`src/rtl/audio_codec_deserializer.sv`:
```
// audio_codec_deserializer: left-justified codec ADC receiver; 16-bit L/R capture, one mono FIFO entry per frame.
// Latency: a sample enters the FIFO two clk after the 16th right-channel bit; audio_data/audio_valid appear one clk after fifo_rd_en.
// Backpressure: none toward the codec; a frame that finds the FIFO full is dropped and sets the sticky overflow flag.
//
// Ports:
//   clk, reset_n                      - system clock, synchronous active-low reset
//   bclk_rising_edge/_falling_edge    - single-clk bclk edge strobes (falling is reserved)
//   lrclk_rising_edge/_falling_edge   - single-clk lrclk edge strobes (rise = left channel starts)
//   i2s_adcdat                        - serial ADC data, already synchronised to clk
//   fifo_rd_en                        - pop one sample
//   overflow_clr                      - clears the overflow flag
//   audio_data, audio_valid           - popped sample and its one-cycle valid
//   fifo_empty/_full/_half_full       - FIFO occupancy flags
//   overflow                          - sticky dropped-sample flag
//
// Build option: define AUDIO_CODEC_DESERIALIZER_MONO_MIX_EN to push (L+R)>>>1 instead of L.
module audio_codec_deserializer #(
  parameter int DATA_WIDTH      = 16,
  parameter int FIFO_ADDR_WIDTH = 6
) (
  input  logic                  clk,
  input  logic                  reset_n,
  input  logic                  bclk_rising_edge,
  input  logic                  bclk_falling_edge,
  input  logic                  lrclk_rising_edge,
  input  logic                  lrclk_falling_edge,
  input  logic                  i2s_adcdat,
  input  logic                  fifo_rd_en,
  input  logic                  overflow_clr,
  output logic [DATA_WIDTH-1:0] audio_data,
  output logic                  audio_valid,
  output logic                  fifo_empty,
  output logic                  fifo_full,
  output logic                  fifo_half_full,
  output logic                  overflow
);

  localparam int CW    = $clog2(DATA_WIDTH + 1);
  localparam int DEPTH = 1 << FIFO_ADDR_WIDTH;
  localparam logic [CW-1:0]            LAST_BIT = CW'(DATA_WIDTH - 1);
  localparam logic [FIFO_ADDR_WIDTH:0] FULL_CNT = (FIFO_ADDR_WIDTH + 1)'(DEPTH);
  localparam logic [FIFO_ADDR_WIDTH:0] HALF_CNT = (FIFO_ADDR_WIDTH + 1)'(DEPTH / 2);

  typedef enum logic [2:0] {
    IDLE,
    RX_LEFT,
    WAIT_RIGHT,
    RX_RIGHT,
    PUSH,
    WAIT_LEFT
  } state_t;

  state_t                  state_q;
  logic [CW-1:0]           bit_cnt_q;
  logic [DATA_WIDTH-1:0]   shift_q;
  logic [DATA_WIDTH-1:0]   shift_d;
  logic [DATA_WIDTH-1:0]   left_q;
  logic                    overflow_q;
  logic [DATA_WIDTH-1:0]   push_dat;
`ifdef AUDIO_CODEC_DESERIALIZER_MONO_MIX_EN
  logic [DATA_WIDTH-1:0]   right_q;
`endif

  // FIFO storage
  logic [DATA_WIDTH-1:0]      mem_q [DEPTH];
  logic [FIFO_ADDR_WIDTH-1:0] wr_ptr_q;
  logic [FIFO_ADDR_WIDTH-1:0] rd_ptr_q;
  logic [FIFO_ADDR_WIDTH:0]   count_q;
  logic [DATA_WIDTH-1:0]      audio_data_q;
  logic                       audio_valid_q;
  logic                       wr_en;
  logic                       rd_en;

  // MSB arrives first, so each new bit enters at the LSB end.
  assign shift_d = {shift_q[DATA_WIDTH-2:0], i2s_adcdat};

`ifdef AUDIO_CODEC_DESERIALIZER_MONO_MIX_EN
  // One extra bit of headroom makes the sum exact; the halved result always fits back in DATA_WIDTH.
  assign push_dat = DATA_WIDTH'(($signed({left_q[DATA_WIDTH-1], left_q}) +
                                 $signed({right_q[DATA_WIDTH-1], right_q})) >>> 1);
`else
  // The right channel is still clocked through shift_q for alignment but never stored.
  assign push_dat = left_q;
`endif

  assign fifo_empty     = (count_q == '0);
  assign fifo_full      = (count_q == FULL_CNT);
  assign fifo_half_full = (count_q >= HALF_CNT);
  // Full is judged on current occupancy, so a same-cycle pop never makes room for the push.
  assign wr_en          = (state_q == PUSH) && !fifo_full;
  assign rd_en          = fifo_rd_en && !fifo_empty;

  assign audio_data  = audio_data_q;
  assign audio_valid = audio_valid_q;
  assign overflow    = overflow_q;

  // Frame-alignment FSM. lrclk strobes are tested before bclk_rising_edge in every state.
  always_ff @(posedge clk) begin
    if (!reset_n) begin
      state_q    <= IDLE;
      bit_cnt_q  <= '0;
      shift_q    <= '0;
      left_q     <= '0;
`ifdef AUDIO_CODEC_DESERIALIZER_MONO_MIX_EN
      right_q    <= '0;
`endif
      overflow_q <= 1'b0;
    end else begin
      // Set beats clear when both happen together.
      if ((state_q == PUSH) && fifo_full) begin
        overflow_q <= 1'b1;
      end else if (overflow_clr) begin
        overflow_q <= 1'b0;
      end

      case (state_q)
        IDLE: begin
          if (lrclk_rising_edge) begin
            state_q   <= RX_LEFT;
            bit_cnt_q <= '0;
          end
        end
        RX_LEFT: begin
          if (lrclk_falling_edge) begin
            state_q <= IDLE;           // short left channel: drop the frame
          end else if (lrclk_rising_edge) begin
            bit_cnt_q <= '0;           // new frame start: restart the left capture
          end else if (bclk_rising_edge) begin
            shift_q   <= shift_d;
            bit_cnt_q <= bit_cnt_q + CW'(1);
            if (bit_cnt_q == LAST_BIT) begin
              left_q  <= shift_d;
              state_q <= WAIT_RIGHT;
            end
          end
        end
        WAIT_RIGHT: begin
          if (lrclk_falling_edge) begin
            state_q   <= RX_RIGHT;
            bit_cnt_q <= '0;
          end else if (lrclk_rising_edge) begin
            state_q   <= RX_LEFT;
            bit_cnt_q <= '0;
          end
        end
        RX_RIGHT: begin
          if (lrclk_rising_edge) begin
            state_q   <= RX_LEFT;      // short right channel: drop frame, resync on the new one
            bit_cnt_q <= '0;
          end else if (lrclk_falling_edge) begin
            state_q <= IDLE;
          end else if (bclk_rising_edge) begin
            shift_q   <= shift_d;
            bit_cnt_q <= bit_cnt_q + CW'(1);
            if (bit_cnt_q == LAST_BIT) begin
`ifdef AUDIO_CODEC_DESERIALIZER_MONO_MIX_EN
              right_q <= shift_d;
`endif
              state_q <= PUSH;
            end
          end
        end
        PUSH: begin
          // The FIFO write is decoded from this state; here only the next state is chosen.
          if (lrclk_rising_edge) begin
            state_q   <= RX_LEFT;
            bit_cnt_q <= '0;
          end else begin
            state_q <= WAIT_LEFT;
          end
        end
        WAIT_LEFT: begin
          if (lrclk_rising_edge) begin
            state_q   <= RX_LEFT;
            bit_cnt_q <= '0;
          end
        end
        default: begin
          state_q <= IDLE;
        end
      endcase
    end
  end

  // Storage array carries no reset; occupancy is tracked by the pointers and count.
  always_ff @(posedge clk) begin
    if (wr_en) begin
      mem_q[wr_ptr_q] <= push_dat;
    end
  end

  always_ff @(posedge clk) begin
    if (!reset_n) begin
      wr_ptr_q      <= '0;
      rd_ptr_q      <= '0;
      count_q       <= '0;
      audio_data_q  <= '0;
      audio_valid_q <= 1'b0;
    end else begin
      audio_valid_q <= rd_en;
      if (wr_en) begin
        wr_ptr_q <= wr_ptr_q + FIFO_ADDR_WIDTH'(1);
      end
      if (rd_en) begin
        audio_data_q <= mem_q[rd_ptr_q];
        rd_ptr_q     <= rd_ptr_q + FIFO_ADDR_WIDTH'(1);
      end
      case ({wr_en, rd_en})
        2'b10:   count_q <= count_q + (FIFO_ADDR_WIDTH + 1)'(1);
        2'b01:   count_q <= count_q - (FIFO_ADDR_WIDTH + 1)'(1);
        default: count_q <= count_q;
      endcase
    end
  end

  // bclk edges are mutually exclusive; both strobes at once means a broken edge detector upstream.
  a_bclk_edges_exclusive: assert property (@(posedge clk) disable iff (!reset_n)
                                           !(bclk_rising_edge && bclk_falling_edge));

endmodule

```
`config.mk`:
```
export PLATFORM = sky130hd
export DESIGN_NAME = audio_codec_deserializer
export DESIGN_NICKNAME = d
export VERILOG_FILES = /design/src/rtl/audio_codec_deserializer.sv
export SDC_FILE = /design/constraint.sdc
export NUM_CORES = 1
export LEC_CHECK = 0
export CAP_MARGIN = 30
export CORE_UTILIZATION = 63
export CTS_CLUSTER_DIAMETER = 60
export CTS_CLUSTER_SIZE = 28
export DETAILED_ROUTE_END_ITERATION = 16
export PLACE_DENSITY = 0.83
export SYNTH_ARGS = -nofsm -noshare
export SYNTH_HDL_FRONTEND = slang
export SYNTH_SLANG_ARGS = --single-unit
export TNS_END_PERCENT = 1
```
`constraint.sdc`:
```
create_clock -name clk -period 3.8 [get_ports clk]
set_input_delay 0.76 -clock clk [delete_from_list [all_inputs] [get_ports clk]]
set_output_delay 0.76 -clock clk [all_outputs]
set_load 0.01 [all_outputs]
```
==> impl_metrics.env <==
# implementation run metrics
export IMPL_fin_tns_setup_ns=0
export IMPL_ys_flops=1100
export IMPL_cts_resized=0
export IMPL_seq_area_frac_synth_pct=75.7
export IMPL_comb_power_share_pct=0.2
export IMPL_first_global_vias=21666
export IMPL_drive_above_1_share_pct=16.9
export IMPL_worst_slew_pin_transition_ns=0.974
export IMPL_setup_viol=0
export IMPL_place_hpwl_um=56000
export IMPL_cts_buffers=52
export IMPL_antenna_found_initial=2
export IMPL_cts_sinks=1100
export IMPL_total_power_mw=20.0
export IMPL_rsz0062_at_grt="no"
export IMPL_pwr_group_clock_mw=6.91
export IMPL_hold_depth=2
export IMPL_yosys_area_share_simple_pct=3.56
export IMPL_globalRouteTotalUtil_pct=28.1
export IMPL_top_register="mem_q"
export IMPL_path_clk_slew_ns=0.09
export IMPL_insertedDiodeCount=0
export IMPL_fp_util_pct=63.6
export IMPL_syn_inst=2263
export IMPL_p_switching_mw=3.78
export IMPL_postCtsSetupBuffers=0
export IMPL_ys_sh_xor_pct=0.246
export IMPL_hold_class="reg2reg"
export IMPL_r2r_end="count_q[6]"
export IMPL_cellInternalPower_mw=16.2
export IMPL_warning_count=28
export IMPL_r2r_slack_ns=0.35
export IMPL_hold_start="left_q[5]"
export IMPL_io_pins=30
export IMPL_clk_latency_ns=0.65
export IMPL_leakagePower_nw=11.5
export IMPL_cpMostUsedCell="ha_1"
export IMPL_period_minus_slack_ns=3.45
export IMPL_power_group_top="registers"
export IMPL_reg2reg_from="state_q[2]"
export IMPL_seqPwrFrac_pct=65.2
export IMPL_max_slew_margin_pct=35.1
export IMPL_synthTopLogicFamily="multiplexers"
export IMPL_fp_dieH_um=262
export IMPL_critPathKind="reg2reg"
export IMPL_cts_buffer_depth=3
export IMPL_pwr_share_clk_pct=34.6
export IMPL_slew_violations=0
export IMPL_crit_path_start_kind="flip-flop"
export IMPL_finalHoldViolCount=0
export IMPL_htreeDepth=2
export IMPL_yosys_area_mm2=0.0426
export IMPL_ir_drop_uv=439
export IMPL_root_buffer="clkbuf_16"
export IMPL_cp_startpoint="state_q[2]"
export IMPL_nNetsFinal=2353
export IMPL_critPathCapture="count_q[6]"
export IMPL_common_cells="1,024 x edfxtp_1, 233 x mux2i_1, 166 x mux4_2"
export IMPL_holdPathEnd="left_q[5]"
export IMPL_clock_fmax_mhz=290
export IMPL_critPathSlowestCell="or4_1"
export IMPL_wl_per_cell_um=29.1
export IMPL_gp_congestion=0.954
export IMPL_cp_depth=11
export IMPL_dr_pass1_iters=6
export IMPL_period_used_pct=90.7
export IMPL_synthArstFlopShare_pct=0
export IMPL_pg_comb_uw=48.5
export IMPL_status="completed"
export IMPL_port_buffers=28
export IMPL_synth_edff_count=1024
export IMPL_synth_nets=2283
export IMPL_drv_cap=0
export IMPL_fin_hold_ws_ns=0.465
export IMPL_cp_max_fo=11
export IMPL_crit_family="simple AND/OR/NAND/NOR gates"
export IMPL_place_area_mm2=0.0445
export IMPL_syn_area_mm2=0.0426
export IMPL_grt_pass1_wl_um=139000
export IMPL_skew_ns=0.0346
export IMPL_mux_area_share_pct=14.3
export IMPL_drtIter0Drc=2853
export IMPL_crit_arrival_ns=4.01
export IMPL_synth_cell_types=59
export IMPL_highest_signal_layer="met4"
export IMPL_ys_cells=2263
export IMPL_crit_buf_inv=1
export IMPL_synthAdderAreaFrac_pct=0.340
export IMPL_aoi_share_pct=4.36
export IMPL_p_per_area_mw_per_mm2=431
export IMPL_grt_overflow=0
export IMPL_yosys_area_top_type_share_pct=72.1
export IMPL_postRouteAntennaNets=0
export IMPL_met1_length_um=34800
export IMPL_avgSynthCellArea_um2=18.8
export IMPL_reg2regPathDepth=11
export IMPL_worst_endpoint_required_ns=4.37
export IMPL_placed_cells=3152
export IMPL_largest_area_cell="edfxtp_1"
export IMPL_cp_slowest_stage_delay_ns=0.51
export IMPL_hold_buffers=0
export IMPL_dieArea_mm2=0.0687
## layout by cell type (no fill, tap or decap), drive strengths merged, types with 10 or more instances in the layout
master / Yosys / layout
a22oi: 32 / 32
clkinv: 1 / 13
and2: 17 / 17
nor3: 29 / 29
edfxtp: 1024 / 1024
clkdlybuf4s50: 0 / 27
dfxtp: 76 / 76
buf: 67 / 121
a32oi: 15 / 15
a21oi: 45 / 45
ha: 10 / 10
a21boi: 33 / 33
inv: 10 / 20
nand3: 30 / 30
nor2: 79 / 79
mux2i: 233 / 233
clkbuf: 65 / 61
o22ai: 56 / 56
nand2: 113 / 113
mux4: 166 / 166
nor2b: 17 / 17
o221ai: 34 / 34
o21ai: 43 / 43
## worst reg2reg max path, stage by stage, from the launching register on
cell      delay, ns
dfxtp_2        0.44
or3b_4         0.43
a31oi_4        0.24
inv_1          0.12
ha_1           0.32
ha_1           0.36
nor2b_1        0.14
o21ai_0        0.24
a21oi_1        0.15
or4_1          0.51
a31o_2         0.25
a21boi_0       0.17
## routing by layer
| layer | track usage [%] | vias to the layer above |
|---|---|---|
| met5 | 0 | - |
| met4 | 10.7 | 0 |
| met3 | 5.79 | 183 |
| met2 | 45.0 | 1179 |
| met1 | 38.8 | 11185 |
| li1 | - | 9229 |
## final cells by class
| type | instances | area, um^2 |
|---|---|---|
| inverters | 11 | 41.3 |
| flip-flops and latches | 1100 | 32300 |
| clock inverters | 29 | 450 |
| clock buffers | 61 | 1360 |
| multi-input cells | 1020 | 9720 |
| well taps | 873 | 1090 |
| fillers | 3953 | 20800 |
| repair buffers | 148 | 1310 |
## kinds of logic after synthesis
logic type,after synthesis
adder cells (fa/ha/maj),11
AND-OR/OR-AND,276
buffers and inverters,143
flip-flops,1100
multiplexers,400
AND/OR/NAND/NOR,321
XOR/XNOR,12
Figure 1. Placed cells, one color a class.
Drawn at 2 px/um.
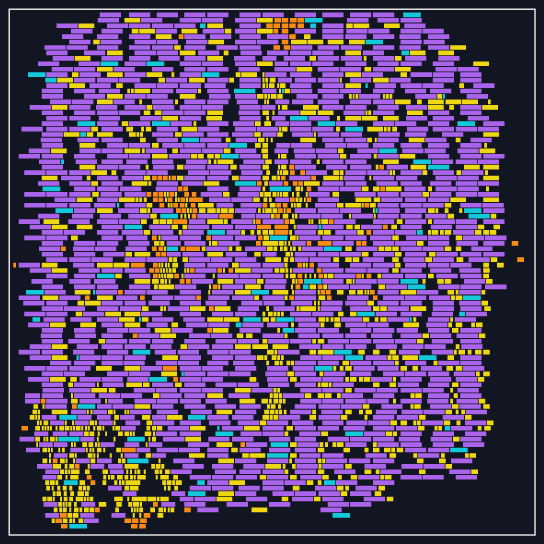
Cyan marks clock drivers and dummy loads, cells 90, share of their area 4.0%. Yellow marks combinational and other logic, cells 1,031, share of their area 22%. Orange marks other buffers and delay cells, cells 148, share of their area 2.9%. Purple marks flops, cells 1,100, share of their area 71%.
Final Instance Area: 0.0463 mm^2
Post-Route Utilization: 69.0%
Core ar.: 0.0670 mm^2
Seq area share: 69.8%

Figure 2. Where the registers sit.
Drawn at 1.5 px/um. Other sequential cells in the stronger gray, the rest of the logic in the fainter gray.
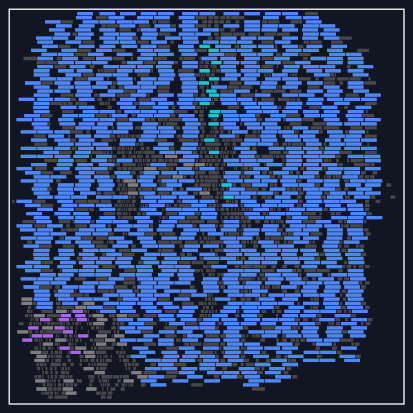
Purple marks shift_q, sequential cells 15, where south-west. Blue marks mem_q, sequential cells 1,024, where all over the die. Cyan marks audio_data, sequential cells 16, where north.
total sequential power: 13.0 mW
Flop area: 0.0323 mm^2

Figure 3. Cells by drive strength.
Drawn at 1.5 px/um.
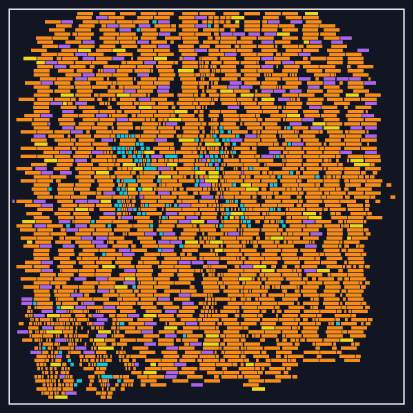
Cyan marks _3 and _4 cells, cells 120, share 5.1%, most used buf_4. Purple marks _2 cells, cells 197, share 8.3%, most used mux4_2. Yellow marks _6 and larger, cells 84, share 3.5%, most used clkbuf_16. Orange marks _0 and _1 cells, cells 1,968, share 83%, most used edfxtp_1.
nonclk buf count: 148
setup ws final: 0.353 ns
synth-to-layout area growth: 8.51%

Figure 4. Placement view.
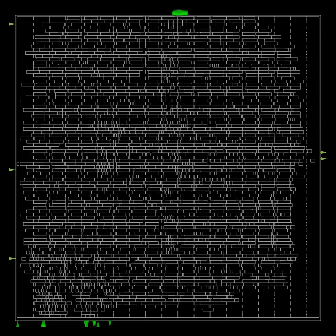
n_taps: 873
# rows: 95
Non-Filler Instances: 3,242
fillcell total: 3,953

Figure 5. Met3 routing.
Drawn at 1 px/um.
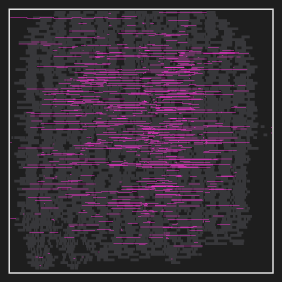
The layer holds 11% of the routed length. The layer carries 9,930 um of wire. The wires run mostly horizontal. The longest straight run is 109 um. 288 nets have wire on it.
Routed WL: 94,400 um
met3 Use GR: 5.79%
routed via count: 21,776

Power figures rest on the tool's default switching activity, not on a simulated workload.
